===== src/rtl/spi_master.sv =====
// rtl/spi_master.sv - SPI mode-0 byte master (CPOL=0, CPHA=0), MSB first, full duplex.
// Define SPI_MASTER_BURST_EN to chain a new byte onto the done cycle without raising cs.
module spi_master #(
  parameter int HALF_DIV = 4
) (
  input  logic       clk,
  input  logic       rst,
  input  logic       start,
  input  logic [7:0] tx_data,
  output logic       busy,
  output logic       done,
  output logic [7:0] rx_data,
  output logic       sclk,
  output logic       cs,
  output logic       sending,
  output logic       mosi,
  input  logic       miso
);

  localparam int CW = (HALF_DIV > 1) ? $clog2(HALF_DIV) : 1;

  typedef enum logic [1:0] {IDLE, SETUP, SHIFT, HOLD} state_t;

  state_t        state;
  logic [7:0]    tx_shift;
  logic [7:0]    rx_shift;
  logic [CW-1:0] div_cnt;
  logic [4:0]    edge_cnt;
  logic          half_end;

  assign half_end = (div_cnt == CW'(HALF_DIV - 1));

  always_ff @(posedge clk) begin
    if (rst) begin
      state    <= IDLE;
      tx_shift <= 8'h00;
      rx_shift <= 8'h00;
      div_cnt  <= '0;
      edge_cnt <= 5'd0;
      busy     <= 1'b0;
      done     <= 1'b0;
      rx_data  <= 8'h00;
      sclk     <= 1'b0;
      cs       <= 1'b1;
      sending  <= 1'b0;
      mosi     <= 1'b0;
    end else begin
      done <= 1'b0;
      case (state)
        IDLE: begin
          div_cnt  <= '0;
          edge_cnt <= 5'd0;
          if (start) begin
            tx_shift <= tx_data;
            mosi     <= tx_data[7];
            cs       <= 1'b0;
            sending  <= 1'b1;
            busy     <= 1'b1;
            state    <= SETUP;
          end
        end

        // First rising edge: the slave already presents its MSB while cs is low.
        SETUP: begin
          if (half_end) begin
            div_cnt  <= '0;
            sclk     <= 1'b1;
            edge_cnt <= 5'd1;
            rx_shift <= {rx_shift[6:0], miso};
            state    <= SHIFT;
          end else begin
            div_cnt <= div_cnt + CW'(1);
          end
        end

        SHIFT: begin
          if (half_end) begin
            div_cnt  <= '0;
            edge_cnt <= edge_cnt + 5'd1;
            if (sclk) begin
              sclk     <= 1'b0;
              tx_shift <= {tx_shift[6:0], 1'b0};
              mosi     <= tx_shift[6];
              if (edge_cnt == 5'd15) begin
                state <= HOLD;
              end
            end else begin
              sclk     <= 1'b1;
              rx_shift <= {rx_shift[6:0], miso};
            end
          end else begin
            div_cnt <= div_cnt + CW'(1);
          end
        end

        HOLD: begin
          if (half_end) begin
            div_cnt  <= '0;
            edge_cnt <= 5'd0;
            rx_data  <= rx_shift;
            done     <= 1'b1;
`ifdef SPI_MASTER_BURST_EN
            // Back-to-back: keep cs low and reload straight into SETUP.
            if (start) begin
              tx_shift <= tx_data;
              mosi     <= tx_data[7];
              state    <= SETUP;
            end else begin
              cs      <= 1'b1;
              sending <= 1'b0;
              busy    <= 1'b0;
              state   <= IDLE;
            end
`else
            cs      <= 1'b1;
            sending <= 1'b0;
            busy    <= 1'b0;
            state   <= IDLE;
`endif
          end else begin
            div_cnt <= div_cnt + CW'(1);
          end
        end

        default: state <= IDLE;
      endcase
    end
  end

endmodule


===== config.mk =====
export PLATFORM = sky130hd
export DESIGN_NAME = spi_master
export DESIGN_NICKNAME = d
export VERILOG_FILES = /design/src/rtl/spi_master.sv
export SDC_FILE = /design/constraint.sdc
export NUM_CORES = 1
export LEC_CHECK = 0
export CAP_MARGIN = 0
export CORE_MARGIN = 1.5
export CORE_UTILIZATION = 40
export DETAILED_ROUTE_END_ITERATION = 8
export MAX_ROUTING_LAYER = met4
export PLACE_DENSITY = 0.61
export SYNTH_ARGS = -nofsm -noshare
export SYNTH_HDL_FRONTEND = slang
export SYNTH_SLANG_ARGS = --single-unit

===== constraint.sdc =====
create_clock -name clk -period 2 [get_ports clk]
set_input_delay 0.3 -clock clk [delete_from_list [all_inputs] [get_ports clk]]
set_output_delay 0.3 -clock clk [all_outputs]
set_load 0.05 [all_outputs]

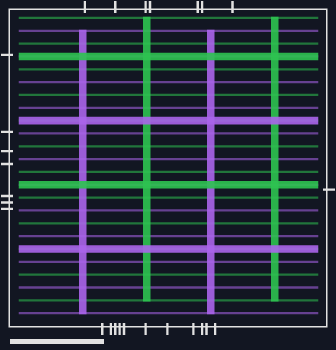
Figure 1: run 1, supply network.
Scale bar: 20 um. Pins as bars on the die edge.
[green] VDD
[purple] VSS
met4 straps: 4
met5 straps: 4
rows: 23
signal pins: 26
Die H: 67.0 um
Core Footprint: 3970 um^2

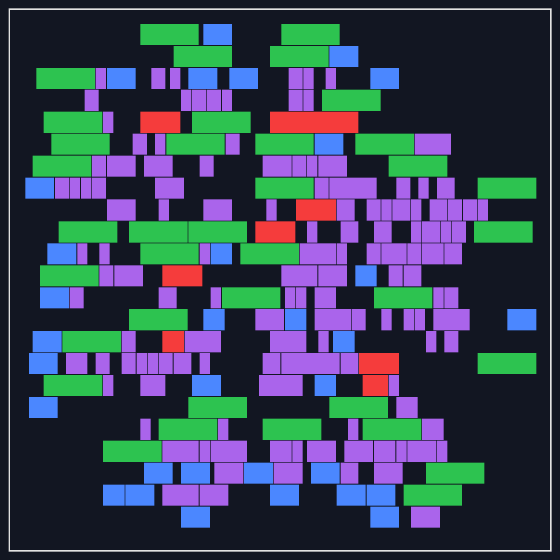
Figure 2: run 1, placed cells, one color a class.
[purple] all other logic | cells: 131 | share of their area: 42%
[blue] other buffers and delay cells | cells: 32 | share of their area: 15%
[green] flip-flops | cells: 37 | share of their area: 37%
[red] clock drivers and dummy loads | cells: 8 | share of their area: 5.8%

==> metrics.yaml, run 1 <==
outcome:
  status: "completed"
grt:
  use_met1_pct: 19.6
  grt_pass1_wl_um: 5530
  top_usage_layer: "met2"
  track_usage_pct: 16.8
  grt_use_met2_pct: 26.8
  grt_pass1_vias: 1292
yosys:
  common_cells: "37 x dfxtp_1, 27 x nor2_1, 18 x a21oi_1"
  yosysMostFrequentCell: "dfxtp_1"
  synthXorXnorAreaFrac_pct: 0
  syn_nets: 198
  synth-seq-cells: 37
  synth_area_um2: 1640
  adder_share_pct: 5.35
  top_area_share_pct: 45.3
  synth_cells: 179
  yosys_area_um2: 1640
  yosysWarnings: 0
  yosys_cells: 179
  top_logic_kind: "simple AND/OR/NAND/NOR gates"
  synthArstFlopShare_pct: 0
  synth_simple_gate_area_share_pct: 18.8
  synthDistinctLibCells: 32
  mux_area_share_pct: 10.4
  area_leaders: "dfxtp_1 45%, mux2i_1 10%, nor2_1 6.2%"
sta:
  min_period_over_period_pct: 94.7
  whs_ps: 447
  rsz0062_at_grt: "false"
  setup_viol: 0
  postLayoutSetupSlackWorst_ps: 107
  maxSlewHeadroom_pct: 66.3
  tightest_slew_ps: 504
  fin_setup_tns_ps: 0
  fin_crit_ps: 1890
  max_freq_mhz: 528
pwr:
  p_sw_mw: 0.911
  p_leak_nw: 0.800
  swShare_pct: 35.9
  combinationalPower_mw: 0.979
  pwr-share-seq_pct: 36.1
  powerDensity_nw_per_um2: 1230
clock_tree:
  cts_buffers: 5
  clk_pin_slew_worst_paths_ps: 70
  clock_sinks: 37
  post_cts_buffers: 0
  cts_root_buf: "clkbuf_8"
  cts.htree.levels: 2
  cts.repair.resized: 0
setup_path:
  crit_path_top_delay_cell: "clkdlybuf4s50_1"
  cp_num_buf_inv: 1
  worstReg2RegEnd: "state[1]"
  regToRegStartpoint: "edge_cnt[0]"
  endpoint: "sclk"
  cp-startpoint: "sclk"
  cp-start-kind: "flip-flop"
  crit_path_cell_trace: "clkdlybuf4s50_1"
  critPathArrivalTime_ps: 1590
  critPathKind: "flip-flop to primary output"
  path_depth: 1
  critPathRequiredTime_ps: 1700
  r2r_cells: 7
  path_max_fanout: 6
  critPathTopFamily: "buffers and inverters"
drt:
  top_layer: "met4"
  wl_met1_um: 1510
  routed_wl_um: 3110
  wl_met3_um: 105
  via_per_inst: 5.08
  route.vias.total: 1311
  antenna_left: 0
finish:
  register_area_um2: 741
  drive_gt1_share_pct: 12.0
  num_antenna_cells: 0
  inv_count: 3
  reg_top3: "rx_data (8), rx_shift (8), tx_shift (7)"
  layout_top_cells: "37 x dfxtp_1, 27 x nor2_1, 25 x clkdlybuf4s50_1"
  layout_top_cell: "dfxtp_1"
  syn_to_final_growth_pct: 26.1
  clkbuf_count: 5
  buffers: 32
  flops: 37
  final_util_pct: 52.0
  comb_share_pct: 40.3
  area_dominant_class: "combinational gates"
  logic_gates: 128
  seq_share_pct: 35.9
  final_cells: 258
worst_hold_path:
  hold_class: "flip-flop to flip-flop"
  holdCritStartpoint: "div_cnt[0]"
place:
  place_area_um2: 1950
  place.gp.congestion: 0.746
  portBuffers: 25
  dp_slack_ps: 217
floorplanning:
  dieArea_um2: 4480
  nWellTaps: 50
  die_w_um: 67.0
  fp_util_pct: 41.2
  io_pins: 26
flow_run:
  maxCapViolCount: 0
  warnings: 29
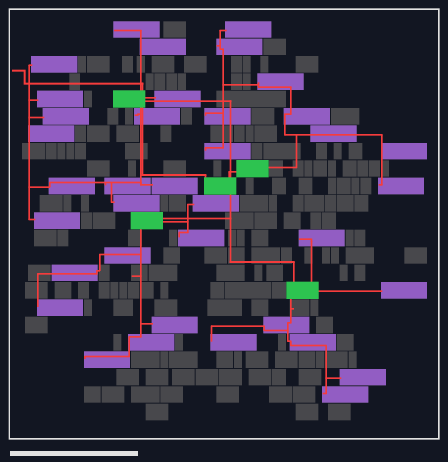
Figure 3: run 1, clock wires, drivers and flops.
Scale bar: 20 um.
[purple] flip-flops | count: 37
[red] clock wires | length: 428 um
[green] cells driving clock nets | count: 5
flops lie: widely spread
routed clock nets: 6
clock power share: 25.3%
P_clk: 0.641 mW
Setup Skew: 3.79 ps
worst skew pair latency: 290 ps

Figure 4. Wiring by layer (run 1).
Scale bar: 20 um.
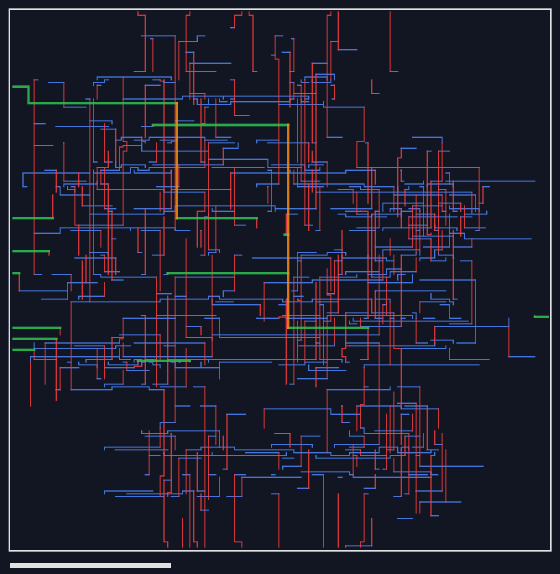

==> run 2, diff against run 1 <==
- CORE_UTILIZATION: 40 -> 45
- PLACE_DENSITY: 0.61 -> 0.68
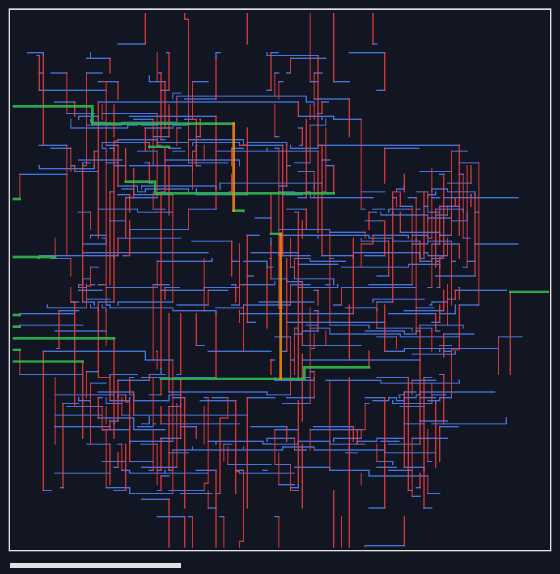
Figure 5: run 2, wiring by layer.
Scale bar: 20 um.
[blue] met1 | wire length: 1470 um
[red] met2 | wire length: 1520 um
[green] met3 | wire length: 116 um
[orange] met4 | wire length: 27.2 um
Overall Global Routing Usage: 17.7%
final wirelength: 3140 um
mean routed wirelength per cell: 12.3 um

==> run 2 against run 1 <==
  * Sequential share of layout area rose by 1.2 points
  * Largest cell class unchanged
  * Worst setup slack improved by 33 ps
  * Global-route usage rose by 0.91 points
  * Via count fell by 0.31%
  * Cell area fell by 3.2%
  * Critical endpoint is now busy
  * Critical path type unchanged
  * Total power fell by 10%
==> metrics.yaml, run 2 <==
setup_path:
  path_max_fanout: 4  # -2
  regToRegStartpoint: "state[0]"
  endpoint: "busy"
  critPathRequiredTime_ps: 1700  # about the same
  cp_num_buf_inv: 1  # unchanged
  r2r_cells: 6  # -1
  worstReg2RegEnd: "rx_shift[3]"
finish:
  logic_gates: 128  # unchanged
  num_antenna_cells: 0  # unchanged
  buffers: 32  # unchanged
  register_area_um2: 741  # unchanged
  layout_top_cells: "37 x dfxtp_1, 27 x nor2_1, 24 x clkdlybuf4s50_1"
  drive_gt1_share_pct: 11.5  # -0.48 points
  final_util_pct: 58.5  # +6.5 points
  syn_to_final_growth_pct: 22.1
  comb_share_pct: 41.5  # +1.2 points
  final_cells: 254  # -1.6%
  inv_count: 3  # unchanged
yosys:
  synthDistinctLibCells: 32  # unchanged
  area_leaders: "dfxtp_1 45%, mux2i_1 10%, nor2_1 6.2%"
  synth_simple_gate_area_share_pct: 18.8  # unchanged
  top_logic_kind: "simple AND/OR/NAND/NOR gates"
  synthXorXnorAreaFrac_pct: 0  # unchanged
  synth-seq-cells: 37  # unchanged
  yosysWarnings: 0  # unchanged
  yosysMostFrequentCell: "dfxtp_1"
  yosys_area_um2: 1640  # unchanged
  adder_share_pct: 5.35  # unchanged
  mux_area_share_pct: 10.4  # unchanged
  yosys_cells: 179  # unchanged
  common_cells: "37 x dfxtp_1, 27 x nor2_1, 18 x a21oi_1"
  synth_area_um2: 1640  # unchanged
drt:
  wl_met1_um: 1470  # -2.6%
  antenna_left: 0  # unchanged
  via_per_inst: 5.15  # +1.3%
outcome:
  status: "completed"
floorplanning:
  fp_util_pct: 47.9  # +6.7 points
  dieArea_um2: 4010  # -11%
  die_w_um: 63.3  # -5.5%
  nWellTaps: 46  # -8.0%
sta:
  fin_crit_ps: 1860  # -33.4 ps
  min_period_over_period_pct: 93.0  # -1.7 points
  fin_setup_tns_ps: 0  # unchanged
  postLayoutSetupSlackWorst_ps: 140  # +33.4 ps
  max_freq_mhz: 538  # +1.8%
  whs_ps: 440  # -7.71 ps
  rsz0062_at_grt: "false"
  setup_viol: 0  # unchanged
  maxSlewHeadroom_pct: 65.7  # -0.56 points
clock_tree:
  cts_buffers: 5  # unchanged
  clk_latency_ps: 350  # +60 ps
  cts_root_buf: "clkbuf_4"
  cts.htree.levels: 2  # unchanged
  cts.repair.resized: 0  # unchanged
pwr:
  pwr-share-seq_pct: 40.3  # +4.2 points
  p_leak_nw: 0.797  # -0.38%
  clockPowerShare_pct: 17.0  # -8.3 points
  swShare_pct: 39.2  # +3.4 points
  p_sw_mw: 0.893  # -2.0%
  pg_clk_mw: 0.386  # -40%
flow_run:
  warnings: 29  # unchanged
  maxCapViolCount: 0  # unchanged
worst_hold_path:
  hold_class: "flip-flop to flip-flop"
grt:
  grt_pass1_wl_um: 5470  # -1.1%
No activity file was given, so power comes from the tool's default toggle rates.
